**src/rtl/piso_serializer_pkg.sv**
```systemverilog
// Shared types and constants for the parallel-in/serial-out serializer.
// The package holds the frame state encoding, the start-bit value and the counter sizing helper.
package piso_serializer_pkg;

    typedef enum logic [1:0] {
        IDLE  = 2'd0,
        START = 2'd1,
        DATA  = 2'd2
    } state_t;

    localparam logic START_BIT = 1'b1;

    // The counter must hold WIDTH-1; a one-bit minimum keeps tiny widths legal.
    function automatic int cnt_width(input int w);
        return ($clog2(w) < 1) ? 1 : $clog2(w);
    endfunction

endpackage

```
**src/rtl/piso_serializer.sv**
```systemverilog
// Serialises WIDTH-bit words MSB-first onto ser_out, with an optional leading start bit.
// Frames may follow each other with no gap when the next word is offered in the bit-0 cycle.
module piso_serializer
    import piso_serializer_pkg::*;
#(
    parameter int WIDTH  = 6,
    parameter bit FRAMED = 1'b0
) (
    input  logic             clk,
    input  logic             clear_n,
    input  logic             load_valid,
    input  logic [WIDTH-1:0] load_word,
    output logic             load_ready,
    output logic             ser_out,
    output logic             busy,
    output logic             word_done
);

    localparam int CW = cnt_width(WIDTH);
    localparam logic [CW-1:0] CNT_MAX = CW'(WIDTH - 1);

    state_t           state, state_nx;
    logic [CW-1:0]    cnt, cnt_nx;
    logic [WIDTH-1:0] shreg, shreg_nx;
    logic             ser_nx;
    logic             done_nx;
    logic             take;
    logic             last_bit;

    assign last_bit   = (state == DATA) && (cnt == '0);
    assign load_ready = clear_n && ((state == IDLE) || last_bit);
    assign take       = load_valid && load_ready;
    assign busy       = (state != IDLE);

    // A transfer overrides the per-state behaviour, which is what makes back-to-back frames seamless.
    always_comb begin
        state_nx = state;
        cnt_nx   = cnt;
        shreg_nx = shreg;
        ser_nx   = ser_out;
        done_nx  = last_bit;
        if (take) begin
            cnt_nx = CNT_MAX;
            if (FRAMED) begin
                state_nx = START;
                ser_nx   = START_BIT;
                shreg_nx = load_word;
            end else begin
                state_nx = DATA;
                ser_nx   = load_word[WIDTH-1];
                shreg_nx = {load_word[WIDTH-2:0], 1'b0};
            end
        end else begin
            case (state)
                IDLE: begin
                    ser_nx = 1'b0;
                end
                START: begin
                    state_nx = DATA;
                    cnt_nx   = CNT_MAX;
                    ser_nx   = shreg[WIDTH-1];
                    shreg_nx = {shreg[WIDTH-2:0], 1'b0};
                end
                DATA: begin
                    if (cnt == '0) begin
                        state_nx = IDLE;
                        ser_nx   = 1'b0;
                    end else begin
                        cnt_nx   = cnt - 1'b1;
                        ser_nx   = shreg[WIDTH-1];
                        shreg_nx = {shreg[WIDTH-2:0], 1'b0};
                    end
                end
                default: begin
                    state_nx = IDLE;
                    ser_nx   = 1'b0;
                end
            endcase
        end
    end

    always_ff @(posedge clk or negedge clear_n) begin
        if (!clear_n) begin
            state     <= IDLE;
            cnt       <= '0;
            shreg     <= '0;
            ser_out   <= 1'b0;
            word_done <= 1'b0;
        end else begin
            state     <= state_nx;
            cnt       <= cnt_nx;
            shreg     <= shreg_nx;
            ser_out   <= ser_nx;
            word_done <= done_nx;
        end
    end

endmodule
```
**config.mk**
```make
export PLATFORM = sky130hd
export DESIGN_NAME = piso_serializer
export DESIGN_NICKNAME = d
export VERILOG_FILES = /design/src/rtl/piso_serializer_pkg.sv /design/src/rtl/piso_serializer.sv
export SDC_FILE = /design/constraint.sdc
export NUM_CORES = 1
export LEC_CHECK = 0
export CORE_MARGIN = 3
export CORE_UTILIZATION = 40
export CTS_CLUSTER_DIAMETER = 80
export CTS_CLUSTER_SIZE = 40
export DETAILED_ROUTE_END_ITERATION = 16
export GPL_TIMING_DRIVEN = 0
export HOLD_SLACK_MARGIN = 0.08
export PLACE_DENSITY = 0.7
export SLEW_MARGIN = 20
export SYNTH_ARGS = -nofsm -noshare
export SYNTH_HDL_FRONTEND = slang
export SYNTH_SLANG_ARGS = --single-unit
```
**constraint.sdc**
```tcl
create_clock -name clk -period 4.7 [get_ports clk]
set_clock_uncertainty 0.15 [all_clocks]
set_input_delay 0.47 -clock clk [delete_from_list [all_inputs] [get_ports clk]]
set_output_delay 0.47 -clock clk [all_outputs]
set_load 0.01 [all_outputs]
```
==> results.yml <==
# generated from flow reports
outcome:
  status: "finished clean"
power_and_ir_drop:
  switching_share_pct: 34.97
  p_total_mw: 0.4053
  power_density_nw_per_um2: 575.3
  irDropWorstVdd_uv: 280.1
  p_leak_nw: 0.3360
  p_int_mw: 0.2636
yosys:
  ys.warnings.count: 0
  yosys_cells: 51
  yosys_most_used_dff: "dfrtp_1"
  top_cells_by_area: "dfrtp_1 (51%), mux2i_1 (9.3%), nand3_1 (6.5%)"
  floorplan.nets: 62
  avgSynthCellArea_um2: 10.60
  edf_count: 0
place:
  gp_congestion: 0.6846
worst_setup_path:
  ff2ff_path_depth: 7
  critPathLaunchType: "flop"
global_routing:
  overflow: 0
  grt_max_degree: 17
floorplanning:
  chipArea_um2: 1828
sta:
  rsz0062_at_grt: "false"
  slew_headroom_pct: 58.66
  fin_crit_ns: 2.742
  final.period_utilization_pct: 58.35
detailed_routing:
  routed-wl-met3_um: 56
  highest_layer: "met4"
clocking:
  ctsHoldBuffers: 0
  clk_pin_slew_ns: 0.07
  clock-sinks: 11
  cts_max_level: 1
  cts_resized: 0
  cts_buffer_depth: 2
  numCtsBuffers: 3
job:
  maxCapViolCount: 0
[per-layer routing]
metal / up-vias / track usage (%)
li1: 208 / -
met2: 12 / 17.96
met1: 193 / 14.88
met4: 0 / 9.317
met5: - / 0
met3: 5 / 5.085
[layout make-up]
cell class | count | area, um^2
fillers | 114 | 481.7
flip-flops and latches | 11 | 275.3
multi-input cells | 34 | 227.7
repair buffers | 12 | 120.1
clock buffers | 4 | 26.28
plain buffers | 3 | 26.28
well taps | 14 | 17.52
inverters | 3 | 11.26
[worst max-delay path, cell delays in order, from the launching register on]
cell and delay [ns]:
dfrtp_1 0.40, inv_1 0.09, ha_1 0.24, nand2b_4 0.06, buf_6 0.13, and2_4 0.15, buf_6 0.13, nor2b_1 0.11
clkdlybuf4s50_1 0.54
[worst min-delay path by stage]
stage | start | end | slack [ns] | cells past startpoint
finish | cnt[0] | cnt[0] | 0.34 | 1
global route | cnt[0] | cnt[0] | 0.37 | 1
CTS | cnt[0] | cnt[0] | 0.33 | 1
detailed placement | cnt[0] | cnt[0] | 0.32 | 1
global placement | cnt[0] | cnt[0] | 0.31 | 1
floorplan | clear_n | cnt[0] | 0.02 | 0
[cell families after synthesis]
kind of cell / after synthesis / synth area share, %
compound gates: 11 / 11.57
buf+inv: 6 / 6.943
fa+ha+maj: 2 / 4.629
mux: 5 / 9.260
simple gates: 16 / 16.67
flops: 11 / 50.93
[cells in the final DEF, fill, tap and decap left out, drive strengths merged]
master / count
a21oi: 3
a221oi: 1
and2: 1
buf: 2
clkbuf: 5
clkdlybuf4s50: 12
dfrtp: 11
ha: 2
inv: 3
mux2i: 5
nand2: 3
nand2b: 2
nand3: 7
nor2: 1
nor2b: 1
nor3: 1
o21ai: 6
o22a: 1
[flip-flops by register name (all words and copies together) (netlist names)]
name       flops
cnt            3
ser_out        1
shreg          5
state          1
word_done      1
[stage by stage]
stage               cell area, um^2  hold slack [ns]  cells  util [%]
global placement              678.2           0.3102     77     57.17
detailed placement            678.2           0.3197     77     57.17
global route                  704.4           0.3699     81     59.39
CTS                           704.4           0.3342     81     59.39
finish                        704.4           0.3377     81     59.39
floorplan                     540.5          0.02441     51         -
[power by group through the flow]
| stage | clock, mW | sequential, mW | combinational (mW) |
|---|---|---|---|
| 2_1_floorplan | 0 | 0.154 | 0.128 |
| 6_report | 0.0662 | 0.151 | 0.188 |
| 3_3_place_gp | 0 | 0.151 | 0.185 |
| 5_1_grt | 0.0735 | 0.157 | 0.206 |
| 4_1_cts | 0.0679 | 0.151 | 0.188 |
| 3_5_place_dp | 0 | 0.153 | 0.188 |
Figure 1. Wiring heat map.
9 x 9 tiles, from dark purple (low) to yellow (high), scaled to the fullest tile. Values are wire area over tile area, all layers added.
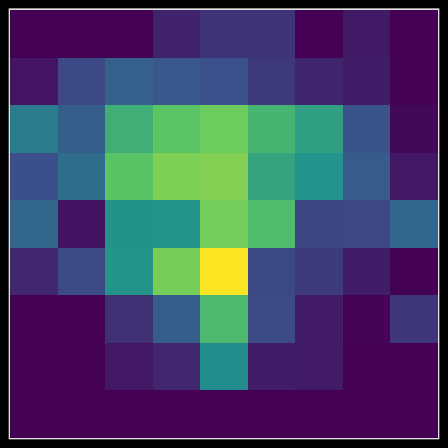
densest ninth of the die: center
mean over tiles: 0.089
tiles over half the peak: 22%
emptiest ninth of the die: south-west
WL per Instance: 12.33 um
Via Count: 418
total wire length: 999 um
Tot GR Track Use: 12.59%

Figure 2. Where the registers sit.
Scale bar: 10 um.
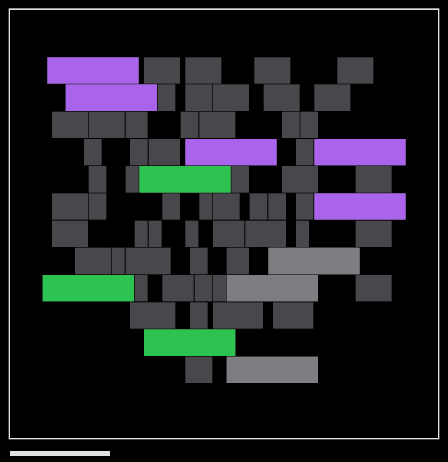
[`cnt`] green | sequential cells: 3
[`shreg`] purple | sequential cells: 5
not colored: 3
Seq/total area: 39.08%
Util after Layout: 59.39%
Flop area: 275.3 um^2
P_seq: 0.151 mW

Figure 3. Placement density heat map.
Scale bar: 10 um. 9 x 9 tiles, from dark purple (low) to yellow (high), 0 to 100% covered.
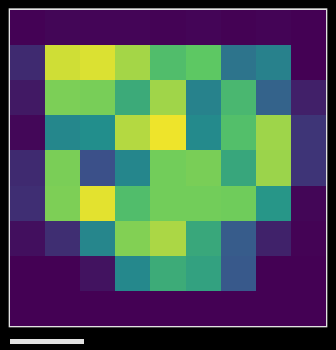
nearly empty tiles: 32%
tiles over 75% full: 25%
densest ninth of the die: center
fullest tile: 98%
mean over tiles: 38%
core area: 1186 um^2
Init Core Util: 45.57%

Figure 4. Wiring by layer.
Only two layers are drawn.
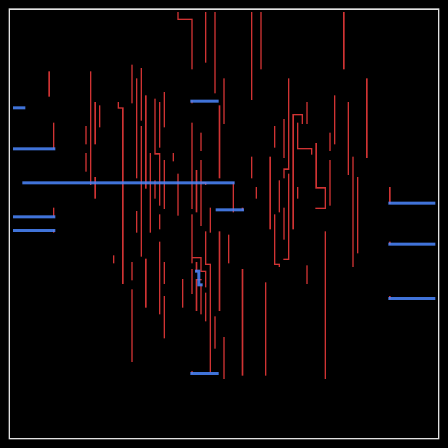
[metal 2] red | wire length: 450 um
[metal 3] blue | wire length: 56.2 um

Power figures rest on the tool's default switching activity, not on a simulated workload.
